`src/rtl/whiz_line_renderer.sv`:
```
// Background scanline renderer: fetches map/tile bytes over one VRAM port and streams shaded pixels.
// Optional window layer is compiled in with `define WHIZ_WINDOW_EN.
module whiz_line_renderer #(
  parameter int LINE_W     = 160,
  parameter int MAP_DIM    = 32,
  parameter int BPP        = 2,
  parameter int SHADE_W    = 2,
  parameter int FIFO_DEPTH = 16,
  parameter int VRAM_AW    = 13
) (
  input  logic                          clk,
  input  logic                          reset,
  input  logic                          drawline,
  input  logic [7:0]                    line_y,
  input  logic [7:0]                    scroll_x,
  input  logic [7:0]                    scroll_y,
  input  logic [(1<<BPP)*SHADE_W-1:0]   palette,
  input  logic [VRAM_AW-1:0]            map_base,
  input  logic [VRAM_AW-1:0]            tile_base,
`ifdef WHIZ_WINDOW_EN
  input  logic                          win_en,
  input  logic [7:0]                    win_x,
  input  logic [7:0]                    win_y,
  input  logic [VRAM_AW-1:0]            win_map_base,
`endif
  output logic                          vram_req,
  output logic [VRAM_AW-1:0]            vram_addr,
  input  logic                          vram_ack,
  input  logic [7:0]                    vram_rdata,
  output logic                          pix_valid,
  input  logic                          pix_ready,
  output logic [SHADE_W-1:0]            pix_data,
  output logic [7:0]                    pix_x,
  output logic                          renderComplete
);

  localparam int PW = $clog2(FIFO_DEPTH);

  localparam logic [2:0] S_IDLE  = 3'd0;
  localparam logic [2:0] S_MAP   = 3'd1;
  localparam logic [2:0] S_PLANE = 3'd2;
  localparam logic [2:0] S_PUSH  = 3'd3;
  localparam logic [2:0] S_DRAIN = 3'd4;
  localparam logic [2:0] S_DONE  = 3'd5;

  logic [2:0]         state_q, state_d;
  logic [7:0]         sx_q, sx_d, sy_q, sy_d, ly_q, ly_d;
  logic [7:0]         tcol_q, tcol_d, tile_q, tile_d, pix_x_q, pix_x_d;
  logic [2:0]         fine_q, fine_d, plane_q, plane_d;
  logic [8:0]         queued_q, queued_d;
  logic [7:0]         planes_q [BPP];
  logic [7:0]         planes_d [BPP];
  logic [PW-1:0]      wptr_q, wptr_d, rptr_q, rptr_d;
  logic [PW:0]        count_q, count_d;
  logic [SHADE_W-1:0] mem [FIFO_DEPTH];

`ifdef WHIZ_WINDOW_EN
  logic               win_act_q, win_act_d, wmode_q, wmode_d;
  logic [7:0]         win_start_q, win_start_d, wrow_q, wrow_d;
  logic [VRAM_AW-1:0] wmap_q, wmap_d;
`endif

  logic [7:0]         row, col;
  logic [VRAM_AW-1:0] base, map_addr, plane_addr;
  logic [8:0]         limit, remaining;
  logic               push_ok, pop;
  logic [3:0]         n_push;
  logic [BPP-1:0]     colour;
  logic [7:0]         wr_en;
  logic [PW-1:0]      wr_idx [8];
  logic [SHADE_W-1:0] wr_val [8];

  assign pix_valid      = (count_q != '0);
  assign pop            = pix_valid && pix_ready;
  assign pix_data       = pix_valid ? mem[rptr_q] : '0;
  assign pix_x          = pix_x_q;
  assign renderComplete = (state_q == S_DONE);
  assign vram_req       = (state_q == S_MAP) || (state_q == S_PLANE);
  assign vram_addr      = (state_q == S_MAP) ? map_addr : ((state_q == S_PLANE) ? plane_addr : '0);

  always_comb begin
    row   = ly_q + sy_q;
    col   = (sx_q >> 3) + tcol_q;
    base  = map_base;
    limit = 9'(LINE_W);
`ifdef WHIZ_WINDOW_EN
    if (wmode_q) begin
      row  = wrow_q;
      col  = tcol_q;
      base = wmap_q;
    end else if (win_act_q && ({1'b0, win_start_q} < 9'(LINE_W))) begin
      limit = {1'b0, win_start_q};
    end
`endif
    map_addr   = base + VRAM_AW'((row >> 3) & 8'(MAP_DIM - 1)) * VRAM_AW'(MAP_DIM)
               + VRAM_AW'(col & 8'(MAP_DIM - 1));
    plane_addr = tile_base + VRAM_AW'(tile_q) * VRAM_AW'(8 * BPP)
               + VRAM_AW'(row[2:0]) * VRAM_AW'(BPP) + VRAM_AW'(plane_q);

    // Eight pixels land in one cycle; the kept run starts after the fine-scroll skip and stops at the limit.
    push_ok   = (state_q == S_PUSH) && (int'(count_q) <= FIFO_DEPTH - 8);
    remaining = limit - queued_q;
    n_push    = '0;
    colour    = '0;
    for (int b = 0; b < 8; b++) begin
      for (int p = 0; p < BPP; p++) colour[p] = planes_q[p][7-b];
      wr_en[b]  = push_ok && (4'(b) >= {1'b0, fine_q}) && ((9'(b) - 9'(fine_q)) < remaining);
      wr_idx[b] = wptr_q + PW'(b) - PW'(fine_q);
      wr_val[b] = palette[colour*SHADE_W +: SHADE_W];
      n_push    = n_push + 4'(wr_en[b]);
    end
  end

  always_comb begin
    state_d  = state_q;
    sx_d     = sx_q;
    sy_d     = sy_q;
    ly_d     = ly_q;
    tcol_d   = tcol_q;
    tile_d   = tile_q;
    fine_d   = fine_q;
    plane_d  = plane_q;
    queued_d = queued_q;
    planes_d = planes_q;
    pix_x_d  = pop ? pix_x_q + 8'd1 : pix_x_q;
    wptr_d   = wptr_q + PW'(n_push);
    rptr_d   = pop ? rptr_q + PW'(1) : rptr_q;
    count_d  = count_q + (PW+1)'(n_push) - (PW+1)'(pop);
`ifdef WHIZ_WINDOW_EN
    win_act_d   = win_act_q;
    wmode_d     = wmode_q;
    win_start_d = win_start_q;
    wrow_d      = wrow_q;
    wmap_d      = wmap_q;
`endif
    case (state_q)
      S_IDLE: if (drawline) begin
        sx_d     = scroll_x;
        sy_d     = scroll_y;
        ly_d     = line_y;
        tcol_d   = '0;
        fine_d   = scroll_x[2:0];
        queued_d = '0;
        pix_x_d  = '0;
        state_d  = S_MAP;
`ifdef WHIZ_WINDOW_EN
        win_act_d   = win_en && (line_y >= win_y);
        win_start_d = (win_x >= 8'd7) ? win_x - 8'd7 : 8'd0;
        wrow_d      = line_y - win_y;
        wmap_d      = win_map_base;
        wmode_d     = win_act_d && (win_start_d == 8'd0);
        if (wmode_d) fine_d = '0;
`endif
      end
      S_MAP: if (vram_ack) begin
        tile_d  = vram_rdata;
        plane_d = '0;
        state_d = S_PLANE;
      end
      S_PLANE: if (vram_ack) begin
        for (int p = 0; p < BPP; p++)
          if (plane_q == 3'(p)) planes_d[p] = vram_rdata;
        plane_d = plane_q + 3'd1;
        if (plane_q == 3'(BPP - 1)) state_d = S_PUSH;
      end
      S_PUSH: if (push_ok) begin
        queued_d = queued_q + 9'(n_push);
        tcol_d   = tcol_q + 8'd1;
        fine_d   = '0;
        if (queued_d >= 9'(LINE_W)) begin
          state_d = S_DRAIN;
        end else begin
          state_d = S_MAP;
`ifdef WHIZ_WINDOW_EN
          // Background stops at the window edge; the window restarts from its own column 0.
          if (!wmode_q && win_act_q && (queued_d >= limit)) begin
            wmode_d = 1'b1;
            tcol_d  = '0;
          end
`endif
        end
      end
      S_DRAIN: if (count_q == '0) state_d = S_DONE;
      S_DONE:  state_d = S_IDLE;
      default: state_d = S_IDLE;
    endcase
  end

  always_ff @(posedge clk or posedge reset) begin
    if (reset) begin
      state_q  <= S_IDLE;
      sx_q     <= '0;
      sy_q     <= '0;
      ly_q     <= '0;
      tcol_q   <= '0;
      tile_q   <= '0;
      fine_q   <= '0;
      plane_q  <= '0;
      queued_q <= '0;
      pix_x_q  <= '0;
      wptr_q   <= '0;
      rptr_q   <= '0;
      count_q  <= '0;
      for (int p = 0; p < BPP; p++) planes_q[p] <= '0;
`ifdef WHIZ_WINDOW_EN
      win_act_q   <= 1'b0;
      wmode_q     <= 1'b0;
      win_start_q <= '0;
      wrow_q      <= '0;
      wmap_q      <= '0;
`endif
    end else begin
      state_q  <= state_d;
      sx_q     <= sx_d;
      sy_q     <= sy_d;
      ly_q     <= ly_d;
      tcol_q   <= tcol_d;
      tile_q   <= tile_d;
      fine_q   <= fine_d;
      plane_q  <= plane_d;
      queued_q <= queued_d;
      pix_x_q  <= pix_x_d;
      wptr_q   <= wptr_d;
      rptr_q   <= rptr_d;
      count_q  <= count_d;
      planes_q <= planes_d;
`ifdef WHIZ_WINDOW_EN
      win_act_q   <= win_act_d;
      wmode_q     <= wmode_d;
      win_start_q <= win_start_d;
      wrow_q      <= wrow_d;
      wmap_q      <= wmap_d;
`endif
    end
  end

  always_ff @(posedge clk) begin
    for (int b = 0; b < 8; b++)
      if (wr_en[b]) mem[wr_idx[b]] <= wr_val[b];
  end

endmodule

```
`config.mk`:
```
export PLATFORM = sky130hd
export DESIGN_NAME = whiz_line_renderer
export DESIGN_NICKNAME = d
export VERILOG_FILES = /design/src/rtl/whiz_line_renderer.sv
export SDC_FILE = /design/constraint.sdc
export NUM_CORES = 1
export LEC_CHECK = 0
export CELL_PAD_IN_SITES_DETAIL_PLACEMENT = 2
export CELL_PAD_IN_SITES_GLOBAL_PLACEMENT = 2
export CORE_MARGIN = 1.5
export CORE_UTILIZATION = 35
export CTS_CLUSTER_DIAMETER = 150
export DETAILED_ROUTE_END_ITERATION = 8
export DONT_BUFFER_PORTS = 1
export PLACE_DENSITY_LB_ADDON = 0.1
export SLEW_MARGIN = 5
export SYNTH_ARGS = -nofsm -noshare
export SYNTH_HDL_FRONTEND = slang
export SYNTH_SLANG_ARGS = --single-unit
```
`constraint.sdc`:
```
create_clock -name clk -period 16.95 [get_ports clk]
set_clock_uncertainty 0.2 [all_clocks]
set_input_delay 1.695 -clock clk [delete_from_list [all_inputs] [get_ports clk]]
set_output_delay 1.695 -clock clk [all_outputs]
set_load 0.01 [all_outputs]
```
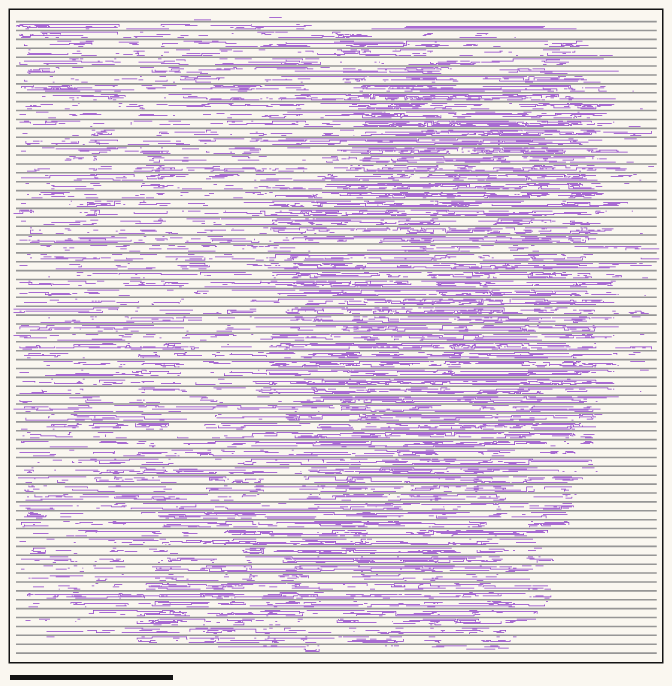
Run 1: metal 1
Bar = 50 um. Supply wires on this layer in grey.
- longest straight run: 66.7 um
- share of all routed wire: 42%
- nets with wire on the layer: 1,657
- main direction: horizontal
- wire length on this layer: 23.8 mm
met1 Track Usage GR: 0.362
final wirelength: 56,800 um

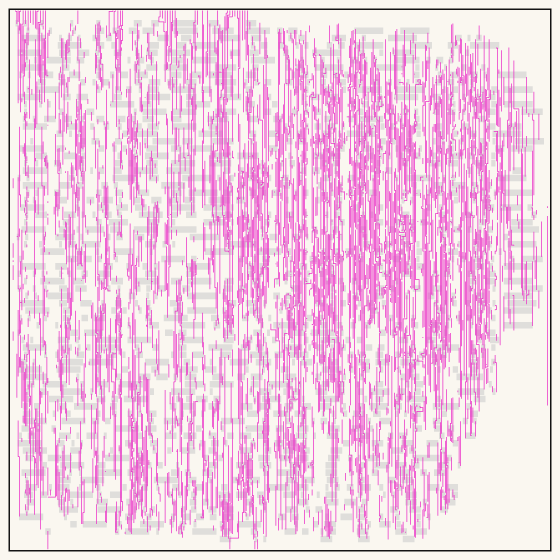
Run 1: met2 routing
- wire length on this layer: 26.7 mm
- share of all routed wire: 47%
- nets with wire on the layer: 1,564
- longest straight run: 78.2 um
- main direction: vertical
met2 track demand over resource in global routing: 0.492
Vias: 12,700

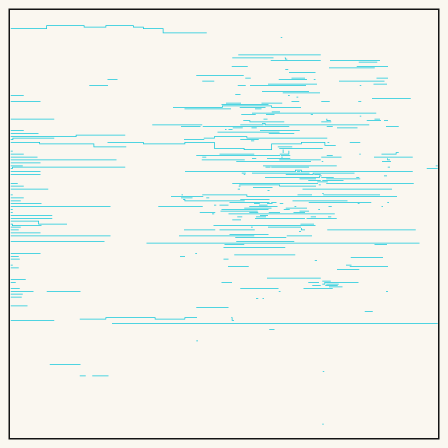
Run 1: signal wires on met3
- share of all routed wire: 7.0%
- nets with wire on the layer: 175
met3 Use GR: 0.0700

==> summary.txt, run 1 <==
Physical implementation

Per the CTS log, the root buffer master is sky130_fd_sc_hd__clkbuf_16. Per the run report, area growth between synthesis and finish was 7.60%. The H-tree was split into 4 levels. The post-route setup TNS is 0 ns.

Entering global routing, the biggest net connects 61 pins. The number of maximum-capacitance constraint violations is 0. The capturing element type of the critical path is a register.

After the last flow step, the layout net total stands at between 1,500 and 2,000. The number of pins with negative max-slew slack in the final report is 0. The worst setup path is launched from a register. The start point of the critical path is queued_q[0]. Counting every sink on the clock net gives 121. For this block, the initial DRC count from the detailed router was 768. The first detailed-routing pass ran for 5 iterations. The clock latency on the worst-skew pair is roughly 0.47 ns. The flip-flop count of the largest register after layout is 32. The post-synthesis average cell area is 8.74 um^2.

The number of warning messages in the yosys log is 0. By startpoint and endpoint, the worst setup path is classified as reg2reg. The number of antenna violations at the first check in global routing is 0.

After synthesis, the design contains approximately 1,500 cells according to Yosys. Post-CTS repair changed the size of 0 cells. The report lists the number of standard-cell rows as 71. The wire length per cell is ~28 um. Yosys attributes the largest share of cell area to sky130_fd_sc_hd__dfrtp_1 (16%), sky130_fd_sc_hd__ha_1 (13%), sky130_fd_sc_hd__edfxtp_1 (7.1%). The stage logs contain a warning count of roughly 45.

In the final report, the number of endpoints failing setup comes to 0. The number of buffers inserted by post-CTS setup repair is 0. The highest metal layer with signal wires is met4.

The floorplan utilization is 0.357. The sum of met3 wire segment lengths after detailed routing is between 3000 and 4000 um. Counting tap cells, the placed design contains a total of 2,002 instances.

The signal arrival time at the worst endpoint is about 8.8 ns. The capturing instance or port of the critical path is state_q[0]. From bottom edge to top edge, the die measures around 200 um. The number of distinct library cells after synthesis is 99.

The total length of routed met2 wires is between 20,000 and 30,000 um. The post-route DRC violation count is 0. The fraction of the mapped netlist area in adder cells is 0.160. The area fraction in mux cells is 0.0885. The worst setup margin is between 8 and 9 ns. The number of nets in the synthesized netlist is approximately 1,800. Per the timing report, the achievable frequency comes out to 116 MHz. The fraction of the core area covered by cells at the end of the flow is 0.384. The placed wire-length estimate is 43,800 um. The number of standard cells after synthesis is around 1,500. Counting endpoints that fail hold in the final report gives 0. The core region is 37,800 um^2.

Looking at the max-slew report, the worst-margin pin has a slew of 1.15 ns. Per the timing report, the most critical flop-to-flop path finishes at state_q[0]. The number of port buffers is 0. The final timing summary puts the cycle share of the worst path at 0.508.

Post-synth the commonest register cell is sky130_fd_sc_hd__dfrtp_1. The post-synthesis share of cell area spent on and, or, nand and nor gates is 0.184. The count of library flops with an enable pin is 32.

Subtracting the final worst setup slack from the clock period gives roughly 8.6 ns. In this run, CTS created clock tree buffers numbering 17. The worst pin sits at a relative slew slack of 0.234. Logic depth along the worst register-to-register path is recorded as 27. In this run the critical register-to-register path is launched from queued_q[0]. The most heavily used metal layer in global routing is met2. The total of fill cells in the finished design is roughly 4,300.

Of the post-synthesis cell area, the dominant cell type holds 0.165. The layout summary lists the proportion of cells stronger than drive strength 1 as 0.105. For this run, the detailed router reports a per-instance via density of ~6.2. The maximum root-to-sink buffer count is 2. The x dimension of the die is ~200 um. The I/O pin total is roughly 97.

Summed over all routing layers, the global router reports a total usage of 0.294. The setup check on the worst reg-to-reg path leaves a slack of roughly 8.3 ns. The area of all placed cells without fillers is around 15,000 um^2. For this run the aggregate overflow at the end of global routing stands at 0. sky130_fd_sc_hd__dfrtp_1 takes more of the synthesized area than any other cell.

TritonCTS built the clock tree. The number of storage elements in the synthesis netlist is around 120. The post-place instance area is roughly 14,000 um^2.

The number of global-route vias before repair came to 13,900. Looking at the critical path, the highest net fanout was 11. The post-synth design cell area is 13,500 um^2.

Setup repair after global routing left no endpoint under its margin. The worst endpoint required time is roughly 17 ns. At the end of routability-driven placement, the weighted congestion stood at 0.977. Per Yosys stat, the portion of area used by sequential elements is 0.236. The overall die size recorded for this design is 39,800 um^2. The worst min-delay path endpoint is sy_q[0]. The first global-routing pass estimated about 87,000 um of wire. The number of routed nets with antenna violations is 0. By area, the combinational part of the netlist is dominated by AND-OR/OR-AND gates.

The routed wirelength on the met1 layer is recorded as 23,800 um. The post-CTS hold buffer count recorded in the log is 0. The minimum setup slack after placement is between 8 and 9 ns. The tightest hold path in the finished design has a slack of 0.287 ns. The fraction of synthesis flops using an asynchronous set or reset pin is 0.736. The cell-mix breakdown from Yosys lists the XOR/XNOR area share as 0.0511.

The most frequently used library cell after synthesis is sky130_fd_sc_hd__nand2_1. Of the total synthesized cell area, the portion taken by AND-OR and OR-AND cells is 0.233. The non-filler instance count after layout is about 2,000.

The chip area from the yosys synthesis statistics is 13,500 um^2. STA lists the startpoint of the worst hold path as sy_q[0]. Looking at the worst setup and hold paths, the clock pins of their registers show a slew of 0.06 ns.

The hold path depth is 2. The final antenna diode tally reported by the flow is 0. The flow ran to the end, and the final reports show no timing, DRC or antenna violations. The path type of the worst min-delay path is reg2reg. By count the netlist is led by sky130_fd_sc_hd__nand2_1 (193), sky130_fd_sc_hd__ha_1 (137), sky130_fd_sc_hd__nor2_1 (114), sky130_fd_sc_hd__dfrtp_1 (89), sky130_fd_sc_hd__inv_1 (80).
[run 1: layout by cell type (no fill, tap or decap), types with 20 or more instances in the layout]
| cell type | count |
|---|---|
| sky130_fd_sc_hd__nand2_1 | 193 |
| sky130_fd_sc_hd__ha_1 | 137 |
| sky130_fd_sc_hd__nor2_1 | 113 |
| sky130_fd_sc_hd__dfrtp_1 | 89 |
| sky130_fd_sc_hd__inv_1 | 79 |
| sky130_fd_sc_hd__a21oi_1 | 66 |
| sky130_fd_sc_hd__o21ai_0 | 65 |
| sky130_fd_sc_hd__xor2_1 | 39 |
| sky130_fd_sc_hd__mux2_2 | 37 |
| sky130_fd_sc_hd__nand3_1 | 37 |
| sky130_fd_sc_hd__xnor2_1 | 36 |
| sky130_fd_sc_hd__nor3_1 | 32 |
| sky130_fd_sc_hd__o22ai_1 | 32 |
| sky130_fd_sc_hd__edfxtp_1 | 32 |
| sky130_fd_sc_hd__a21o_1 | 28 |
| sky130_fd_sc_hd__a31oi_1 | 24 |
| sky130_fd_sc_hd__mux4_2 | 23 |
| sky130_fd_sc_hd__mux2i_1 | 23 |
| sky130_fd_sc_hd__fa_1 | 22 |
| sky130_fd_sc_hd__buf_4 | 21 |
| sky130_fd_sc_hd__and2_1 | 20 |
| sky130_fd_sc_hd__nand2b_1 | 20 |
| sky130_fd_sc_hd__a211oi_1 | 20 |
[run 1: critical path, cell delays in order (launching register included)]
cell and delay (ns):
sky130_fd_sc_hd__dfrtp_1 0.47, sky130_fd_sc_hd__inv_1 0.11, sky130_fd_sc_hd__ha_1 0.26, sky130_fd_sc_hd__or4b_4 0.57, sky130_fd_sc_hd__nand4b_1 0.13, sky130_fd_sc_hd__and3_1 0.46
sky130_fd_sc_hd__ha_1 0.21, sky130_fd_sc_hd__o21ai_0 0.10, sky130_fd_sc_hd__a31oi_2 0.81, sky130_fd_sc_hd__a21oi_2 0.28, sky130_fd_sc_hd__fa_1 0.57, sky130_fd_sc_hd__inv_1 0.06
sky130_fd_sc_hd__fa_1 0.55, sky130_fd_sc_hd__fa_1 0.57, sky130_fd_sc_hd__inv_1 0.05, sky130_fd_sc_hd__ha_1 0.22, sky130_fd_sc_hd__fa_1 0.59, sky130_fd_sc_hd__inv_1 0.11
sky130_fd_sc_hd__fa_1 0.43, sky130_fd_sc_hd__nor2b_1 0.12, sky130_fd_sc_hd__o21ai_0 0.08, sky130_fd_sc_hd__nand2b_1 0.11, sky130_fd_sc_hd__and2_1 0.22, sky130_fd_sc_hd__and3_1 0.18
sky130_fd_sc_hd__nor2_1 0.05, sky130_fd_sc_hd__o311ai_0 0.56, sky130_fd_sc_hd__a21oi_1 0.17, sky130_fd_sc_hd__a211oi_1 0.25
[run 1: final cells by class]
type | instances | area (um^2) | share of cell area
inverters | 80 | 303 | 0.0208
multi-input cells | 1269 | 9680 | 0.666
clock buffers | 21 | 462 | 0.0318
clock inverters | 11 | 95.1 | 0.00655
repair buffers | 21 | 158 | 0.0109
flip-flops and latches | 121 | 3190 | 0.219
well taps | 511 | 639 | 0.0440
==> run 1 -> run 2 <==
clock period = 7.4 ns   (was 16.95 ns; I/O delays follow)
==> run 2 against run 1 <==
Area after synthesis is the same. Final area is 1.8% higher. Worst hold slack got worse by 0.11 ns. Synthesized cell count unchanged. Core utilization increased by 0.69 points. Die size stayed put. Critical path type unchanged. Highest routed layer unchanged.
==> summary.txt, run 2 <==
Physical implementation

The flow ran to the end, and the final reports show no timing, DRC or antenna violations. In this run the mean area of a mapped cell was 8.74 um^2. Post-synth the commonest register cell is sky130_fd_sc_hd__dfrtp_1. The data arrival time reported for the critical path is between 7 and 8 ns.

The sum of overflow across all layers after global routing is 0. The most frequent logic cell in the layout is sky130_fd_sc_hd__nand2_1.

The sequential element share of the synthesized area is 0.236. The number of maximum-capacitance constraint violations is 0. After synthesis, the cell types taking the most area are sky130_fd_sc_hd__dfrtp_1 (16%), sky130_fd_sc_hd__ha_1 (13%), sky130_fd_sc_hd__edfxtp_1 (7.1%). The synthesis-to-layout area growth is 9.55%. The CTS tree is built. Per the post-synthesis report, the number of cells in the design is 1,545. Summed over all instances, the cell type with the most area after synthesis is sky130_fd_sc_hd__dfrtp_1.

Per the synth stats, the proportion of register bits with asynchronous set or reset is 0.736. The type of element launching the critical path is a register. The minimum setup slack after placement is -0.235 ns. The die height is around 200 um. The leading cell type by number of instances after synthesis is sky130_fd_sc_hd__nand2_1. The global-route wire length before repair is between 80,000 and 90,000 um. After synthesis, the netlist uses 99 different library cells. The share of the synthesized area in the top cell type is 0.165. The die covers 39,800 um^2. For reference, the placement row count at floorplan is 71. Counting along the longest clock path gives a buffer depth of 2.

The hold path startpoint is vram_ack. The critical path is of the reg2reg type. The smallest clock period supported by the final layout is computed as a little over 7 ns. The via count normalized by instance count is about 6.3. The capturing element type of the critical path is a register. The most critical setup path has its startpoint at queued_q[1]. The number of global-route vias before repair was ~14,000.

The number of cells reported by Yosys stat comes to roughly 1,500. The DRC violation total left in the routed layout is recorded as 0.

The tightest hold path in the finished design has a slack of about 0.18 ns. STA lists the startpoint of the worst register-to-register path as queued_q[1]. The x dimension of the die is approximately 200 um. The detailed router finished its first iteration with 829 violations. The post-synth design cell area is 13,500 um^2. Post-synthesis, Yosys gives the total cell area as roughly 13,000 um^2. The hold path depth is 1. The number of antenna violations at the first check in global routing is 1.

0 antenna diodes ended up in the layout. The flip-flop count of the largest register after layout is 32. In the finished design, the share of the clock period the worst path needs comes to 0.954. The overall routing resource usage is 0.296. The number of sinks handled by clock tree synthesis is between 100 and 150. The worst setup margin is 0.343 ns. The ratio of cells with drive above 1 in the final layout is 0.126. The highest clock rate this design can be run at is between 100 and 150 MHz. The number of nets in the synthesized netlist is 1,775. The count of cells along the worst register-to-register path is 28. The report shows a maximum critical-path fanout of 8. As logged by OpenROAD, the buffers inserted on ports number 0. The slew at the pin closest to its max-slew limit is about 1.2 ns. The placed wire-length estimate is ~44,000 um. The clock-pin slew on the worst setup and hold paths is around 0.06 ns. In the final design database the tool counted approximately 1,800 nets. The number of pins with negative max-slew slack in the final report is 0. The number of CTS-inserted buffers is 17.

After floorplanning, the core was sized to cover around 38,000 um^2. The largest net degree at the start of global routing is around 60. The standard cell with the maximum stage delay on the critical path is sky130_fd_sc_hd__fa_1.

Checking max transition, the worst relative margin is 0.209. The final-report hold violation count is 0.

The path type of the worst min-delay path is in2reg. The synthesis report lists the Yosys warning total as 0. For this run, the detailed router's first-pass iteration total came to 5.

By count the netlist is led by sky130_fd_sc_hd__nand2_1 (193), sky130_fd_sc_hd__ha_1 (137), sky130_fd_sc_hd__nor2_1 (114), sky130_fd_sc_hd__dfrtp_1 (89), sky130_fd_sc_hd__inv_1 (80). The worst endpoint required time is between 7 and 8 ns. Nets still carrying antenna violations after routing amount to 0. The final weighted congestion in routability-driven placement is 0.968.

Routing resource usage on met2 recorded by global route was 0.492. Per STA, the highest per-stage delay on the worst path measures 0.58 ns. After routing, the total negative slack on setup checks comes to 0 ns. The count of library flops with an enable pin is 32. The skew report gives the latency at the later pin of the worst-skew pair as around 0.46 ns.

The count of tool warnings is 45. The I/O pin total is between 90 and 100. Among the stages of the critical path, the cell type that occurs most often is sky130_fd_sc_hd__fa_1. The clock root buffer is sky130_fd_sc_hd__clkbuf_16. CTS built an H-tree with a depth of 4. For this configuration, the core starts out at a cell density of 0.357. In the final report, the number of endpoints failing setup comes to 0.

Per the synth log, the flip-flop and latch total comes to about 120. Leaving out fill and tap cells, the most frequent cells in the layout are sky130_fd_sc_hd__nand2_1 (193), sky130_fd_sc_hd__ha_1 (136), sky130_fd_sc_hd__nor2_1 (113).
run 2: final cells by class:
class | instances | area [um^2]
fillers | 4271 | 23100
multi-input cells | 1269 | 9730
flip-flops and latches | 121 | 3190
well taps | 511 | 639
clock inverters | 11 | 93.8
inverters | 80 | 303
repair buffers | 50 | 378
clock buffers | 20 | 458
run 2: repair_timing:
item / in CTS / in global routing
gates resized: 4 / 9
hold buffers: 1 / 0
setup buffers: 0 / 4
endpoints found under the setup margin: 2 / 3
endpoints found under the hold margin: 30 / 0
run 2: metrics by stage:
step | util | cells | instance area (um^2)
floorplan | - | 1545 | 13500
global placement | 0.374 | 2026 | 14100
detailed placement | 0.374 | 2026 | 14100
CTS | 0.389 | 2058 | 14700
global route | 0.391 | 2062 | 14800
finish | 0.391 | 2062 | 14800
run 2: critical path, delay by kind of cell (launching register included):
| kind | cells | cell delay [ns] |
|---|---|---|
| adders and majority gates | 8 | 3.34 |
| DFF | 1 | 0.43 |
| buffers and inverters | 5 | 0.50 |
| AOI/OAI and AO/OA | 8 | 1.31 |
| and+or+nand+nor | 7 | 1.19 |
run 2: cells by family (layout without fill, tap and decap cells):
kind of cell,count (synthesis),count (layout),share of synthesized area
AND/OR/NAND/NOR,519,519,0.184
AND-OR/OR-AND,429,429,0.233
adder cells (fa/ha/maj),159,159,0.160
buffers and inverters,155,161,0.0481
flip-flops,121,121,0.236
multiplexers,85,85,0.0885
XOR/XNOR,77,77,0.0511
run 2: path summary, 6_finish.rpt:
path                               end  slack, ns
hold reg to reg                ly_q[2]       0.28
hold / removal              plane_q[0]       0.18
setup / recovery            state_q[0]       0.34
max in group asynchronous  planes_q[4]       5.32
min in group asynchronous   count_q[0]       0.56
setup reg to reg            state_q[0]       0.34
run 2: per-layer routing:
layer	part of all wire	vias to the layer above	routed length, um
met4	0.034	0	1920
li1	-	5742	-
met2	0.47	496	26900
met5	0	-	0
met3	0.071	119	4050
met1	0.42	6582	24300
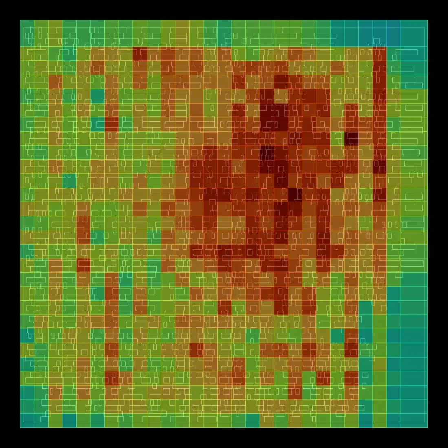
Run 2: track usage over the die
met1 Track Usage GR: 0.371
fin util: 0.391
Routed WL per cell: 27.7 um
busiest metal layer after global routing: met2

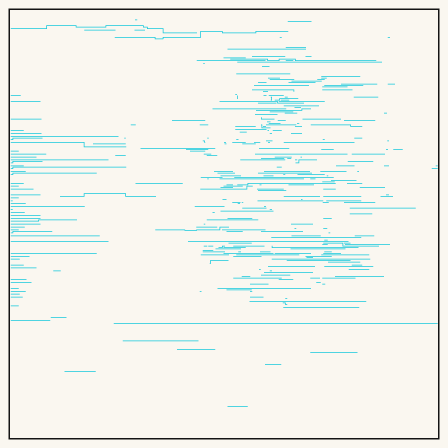
Run 2: signal wires on met3
- wire length on this layer: 4,050 um
- main direction: horizontal
- longest straight run: 151 um
- nets with wire on the layer: 186
final wirelength: 57,100 um
Vias: 12,900
met3 Use GR: 0.0684

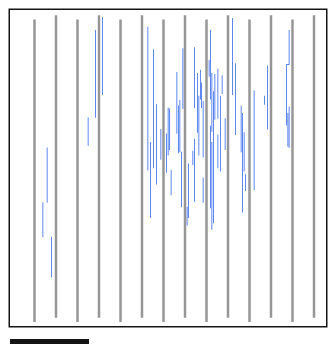
Run 2: the metal 4 layer
Bar = 50 um. Supply wires on this layer in grey.
- longest straight run: 90.4 um
- wire length on this layer: 1,920 um
- share of all routed wire: 3.4%

==> run 2 -> run 3 <==
CORE_MARGIN = unset   (was 1.5)
==> run 3 against run 2 <==
Critical path depth decreased by 1. Routed wire length increased by 2.2%. Synthesized cell count unchanged. Worst hold slack improved by 0.0062 ns. Final cell count about the same. Worst setup slack improved by 0.063 ns. Non-clock buffer count decreased by 2. Flip-flop count unchanged. Maximum frequency increased by 0.90%. Largest cell class unchanged. Highest routed layer unchanged.
==> summary.txt, run 3 <==
Physical implementation

The number of nets in the synthesized netlist is about 1,800. The post-synthesis share of cell area spent on and, or, nand and nor gates is 0.184. The minimum clock period after layout is approximately 7 ns. The via count normalized by instance count is roughly 6.3. The setup path with the least slack is of type reg2reg.

Entering global routing, the biggest net connects about 60 pins. The count of endpoints failing setup in the final report is 0. The cell type that accounts for the most area after synthesis is sky130_fd_sc_hd__dfrtp_1. The start point of the critical path is queued_q[1].

By instance count after routing, the leading logic cell types are sky130_fd_sc_hd__nand2_1 (193), sky130_fd_sc_hd__ha_1 (136), sky130_fd_sc_hd__nor2_1 (113). The floorplan report gives the top-level pin count as 97. The timing report shows the most common cell along the critical path to be sky130_fd_sc_hd__fa_1.

The worst register-to-register path has a setup slack of slightly above 0.4 ns. The flip-flop count of the largest register after layout is 32. The number of nets in the finished design is approximately 1,800.

The number of standard cells after synthesis is 1,545. Clock-pin slew was measured on the worst setup and hold paths at ~0.070 ns. The path type of the worst min-delay path is in2reg. The cell count in the Yosys report is between 1,500 and 2,000.

At the placement stage, the worst setup path has a slack of -0.144 ns. The post-synth design cell area is ~13,000 um^2. The count of library flops with an enable pin is 32. The number of antenna violations at the first check in global routing is 1. The number of core rows is 71.

TritonCTS reports the number of clock sinks as 121. Setup repair after global routing left no endpoint under its margin. Across all stage logs, warnings added up to about 45. The clock root buffer is sky130_fd_sc_hd__clkbuf_16.

The signal arrival time at the worst endpoint is a little over 7 ns. The fraction of the mapped netlist area in adder cells is 0.160. The number of storage elements in the synthesis netlist is 121. The type of element launching the critical path is a register. After routing, the total negative slack on setup checks comes to 0 ns.

The number of detailed-route iterations in the first pass is 5. By count the netlist is led by sky130_fd_sc_hd__nand2_1 (193), sky130_fd_sc_hd__ha_1 (137), sky130_fd_sc_hd__nor2_1 (114), sky130_fd_sc_hd__dfrtp_1 (89), sky130_fd_sc_hd__inv_1 (80). The delay of the slowest critical-path stage is ~0.55 ns. The number of port buffers is 0.

In this run the number of cells on the critical path is 27. The post-synthesis average cell area is between 8 and 9 um^2. The worst slew margin relative to its limit is 0.179. The worst endpoint required time is between 7 and 8 ns. The maximum root-to-sink buffer count is 2. Detailed-route iteration 0 reported a violation count of approximately 900. The highest clock rate this design can be run at is between 100 and 150 MHz. The sequential element share of the synthesized area is 0.236. The synthesis-to-layout area growth is 9.38%.

The first global-routing pass estimated slightly below 90,000 um of wire. Nets still carrying antenna violations after routing amount to 0. STA lists the maximum fanout along the critical path as 8.

The routed layout reports a DRC error count of 0. The total overflow left after global routing is 0. Yosys attributes the largest share of cell area to sky130_fd_sc_hd__dfrtp_1 (16%), sky130_fd_sc_hd__ha_1 (13%), sky130_fd_sc_hd__edfxtp_1 (7.1%). The final-report hold violation count is 0. The run reported a max-capacitance violation count of 0. The area fraction in mux cells is 0.0885. The critical path contains buffers and inverters numbering 5 combined. The H-tree was split into 4 levels. The area taken by sequential standard cells is reported as roughly 3200 um^2. The number of warning messages in the yosys log is 0. Per STA, the worst path accumulates the most delay in the family adder cells. The worst register-to-register path has a depth of 27. Per STA, the endpoint of the critical path is state_q[0]. TritonCTS built the clock tree. Per the final layout report, the fraction of cells sized above drive strength 1 comes to 0.125. The floorplan step defined a core boundary enclosing roughly 38,000 um^2. The final period utilization is 0.945. Per the TritonCTS log, the buffer count is 17. After legalization and detailed placement, the total HPWL measured approximately 45,000 um. In the hold timing report, the worst path depth is 1. The capture instance of the worst register-to-register path is state_q[0]. Per the OpenROAD floorplan log, the width of the die is about 200 um. The die covers 39,400 um^2. The slew at the pin closest to its max-slew limit is around 1.2 ns. The run finished with clean final reports. The most common logic cell in the final layout is sky130_fd_sc_hd__nand2_1.

The worst path meets setup with a little over 0.4 ns of slack. Counting pins that exceed their max-slew limit in the final report gives 0. In the final layout, the multi-input gates occupy roughly 10000 um^2. Per the STA report, the cell with the highest stage delay on the worst path is sky130_fd_sc_hd__or4b_4. Measured along the y axis, the die boundary spans just under 200 um.

The number of global-route vias before repair was between 10,000 and 15,000. In the Yosys stats the netlist draws on 99 distinct library cells. The capturing element type of the critical path is a register. The later pin in the worst-skew pair is clocked with a latency of approximately 0.47 ns. 0 antenna diodes ended up in the layout. The share of the synthesized area in the top cell type is 0.165. The overall routing resource usage is 0.304. The most used flip-flop cell after synthesis is sky130_fd_sc_hd__dfrtp_1. In this run, the synthesized area fraction spent on AND-OR/OR-AND gates is recorded as 0.233. Looking at the gate-level netlist, the highest instance count belongs to sky130_fd_sc_hd__nand2_1. The final weighted congestion in routability-driven placement is slightly below 1.

The total of fill cells in the finished design is ~4,300. The cell-mix breakdown from Yosys lists the XOR/XNOR area share as 0.0511. In the floorplan report the effective utilization is 0.357. The main logic family after synthesis is AND-OR/OR-AND gates.

The fraction of synthesis flops using an asynchronous set or reset pin is 0.736. The chip area from the yosys synthesis statistics is between 10,000 and 15,000 um^2.
run 3: cell count changes in the layout (fill, tap and decap cells not counted), sizes merged:
cell	previous run	this run
clkinv	5	4
clkbuf	20	21
inv	84	85
buf	49	47
run 3: worst min path at each step:
stage               startpoint          to  slack (ns)
detailed placement     ly_q[2]     ly_q[2]        0.27
CTS                   vram_ack  plane_q[0]        0.17
finish                vram_ack  plane_q[0]        0.19
global placement       ly_q[3]     ly_q[3]        0.27
global route          vram_ack  plane_q[0]        0.19
floorplan              ly_q[0]     ly_q[0]        0.25
run 3: area by class of cell:
cell class | instances | share of cell area
Inverter | 80 | 0.0205
Sequential cell | 121 | 0.216
Clock inverter | 11 | 0.00636
Tap cell | 511 | 0.0433
Timing Repair Buffer | 48 | 0.0246
Multi-Input combinational cell | 1269 | 0.659
Clock buffer | 21 | 0.0305
run 3: stage by stage:
stage	hold slack, ns	cells	area (um^2)	utilization
after floorplan	0.250	1545	13500	-
after global placement	0.266	2024	14100	0.373
after detailed placement	0.272	2024	14100	0.373
after CTS	0.170	2057	14700	0.388
after global routing	0.189	2061	14800	0.390
final	0.187	2061	14800	0.390
run 3: cell families after synthesis:
logic type | Yosys count
xor gates and xnor gates | 77
and+or+nand+nor | 519
muxes | 85
AOI/OAI and AO/OA | 429
adders and majority gates | 159
DFF | 121
buffers and inverters | 155
run 3: per-layer routing:
| metal | routed length [um] | share of wire | vias to the layer above | track usage |
|---|---|---|---|---|
| met5 | 0 | 0 | - | 0 |
| met4 | 2040 | 0.035 | 0 | 0.123 |
| met3 | 3740 | 0.064 | 123 | 0.0590 |
| met2 | 27600 | 0.47 | 469 | 0.512 |
| met1 | 25000 | 0.43 | 6650 | 0.380 |
| li1 | - | - | 5713 | - |
run 3: repair_timing:
| action | 4_1_cts | 5_1_grt |
|---|---|---|
| endpoints found under the hold margin | 30 | 0 |
| pin swaps | 0 | 2 |
| resized | 3 | 9 |
| hold buffers | 1 | 0 |
| setup endpoints to repair | 1 | 2 |
| buffers inserted | 0 | 4 |
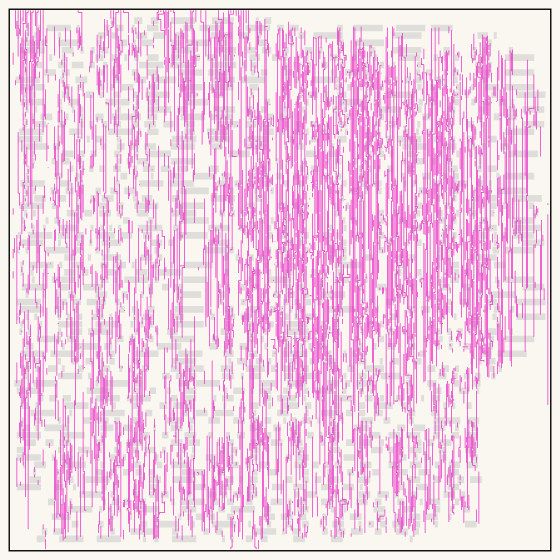
Run 3: met2 routing
- wire length on this layer: 27.6 mm
- main direction: vertical
- longest straight run: 73.6 um
- nets with wire on the layer: 1,615
- share of all routed wire: 47%
Vias: 13,000
final wirelength: 58,400 um

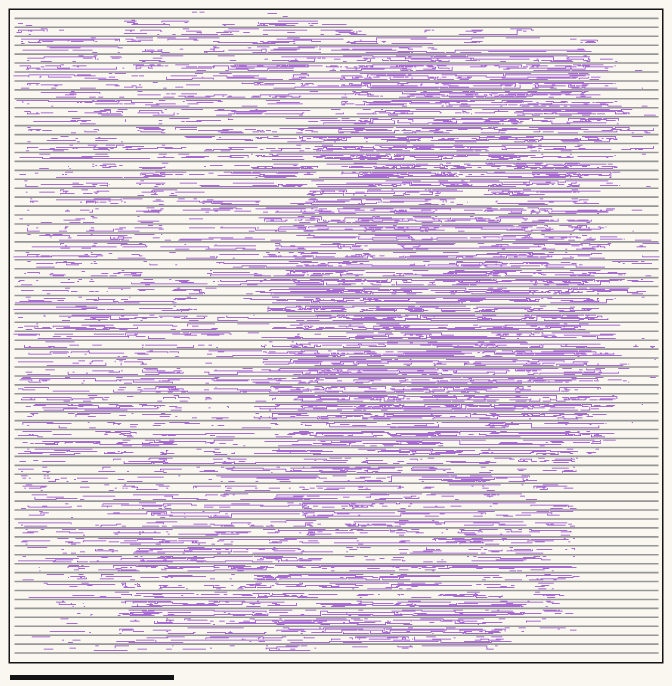
Run 3: metal 1
Bar = 50 um. Supply wires on this layer in grey.
- main direction: horizontal
- nets with wire on the layer: 1,675
- longest straight run: 75.4 um
- wire length on this layer: 25.0 mm
met1 Track Usage GR: 0.380

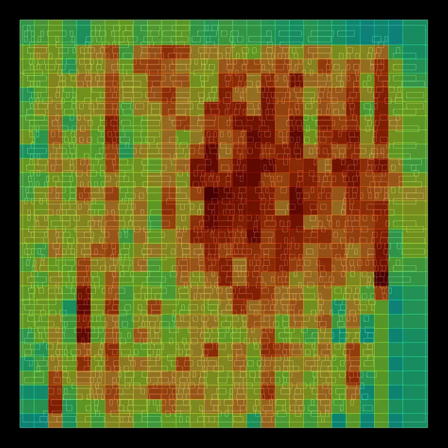
Run 3: track usage over the die
fin util: 0.390
Routed WL per cell: 28.3 um

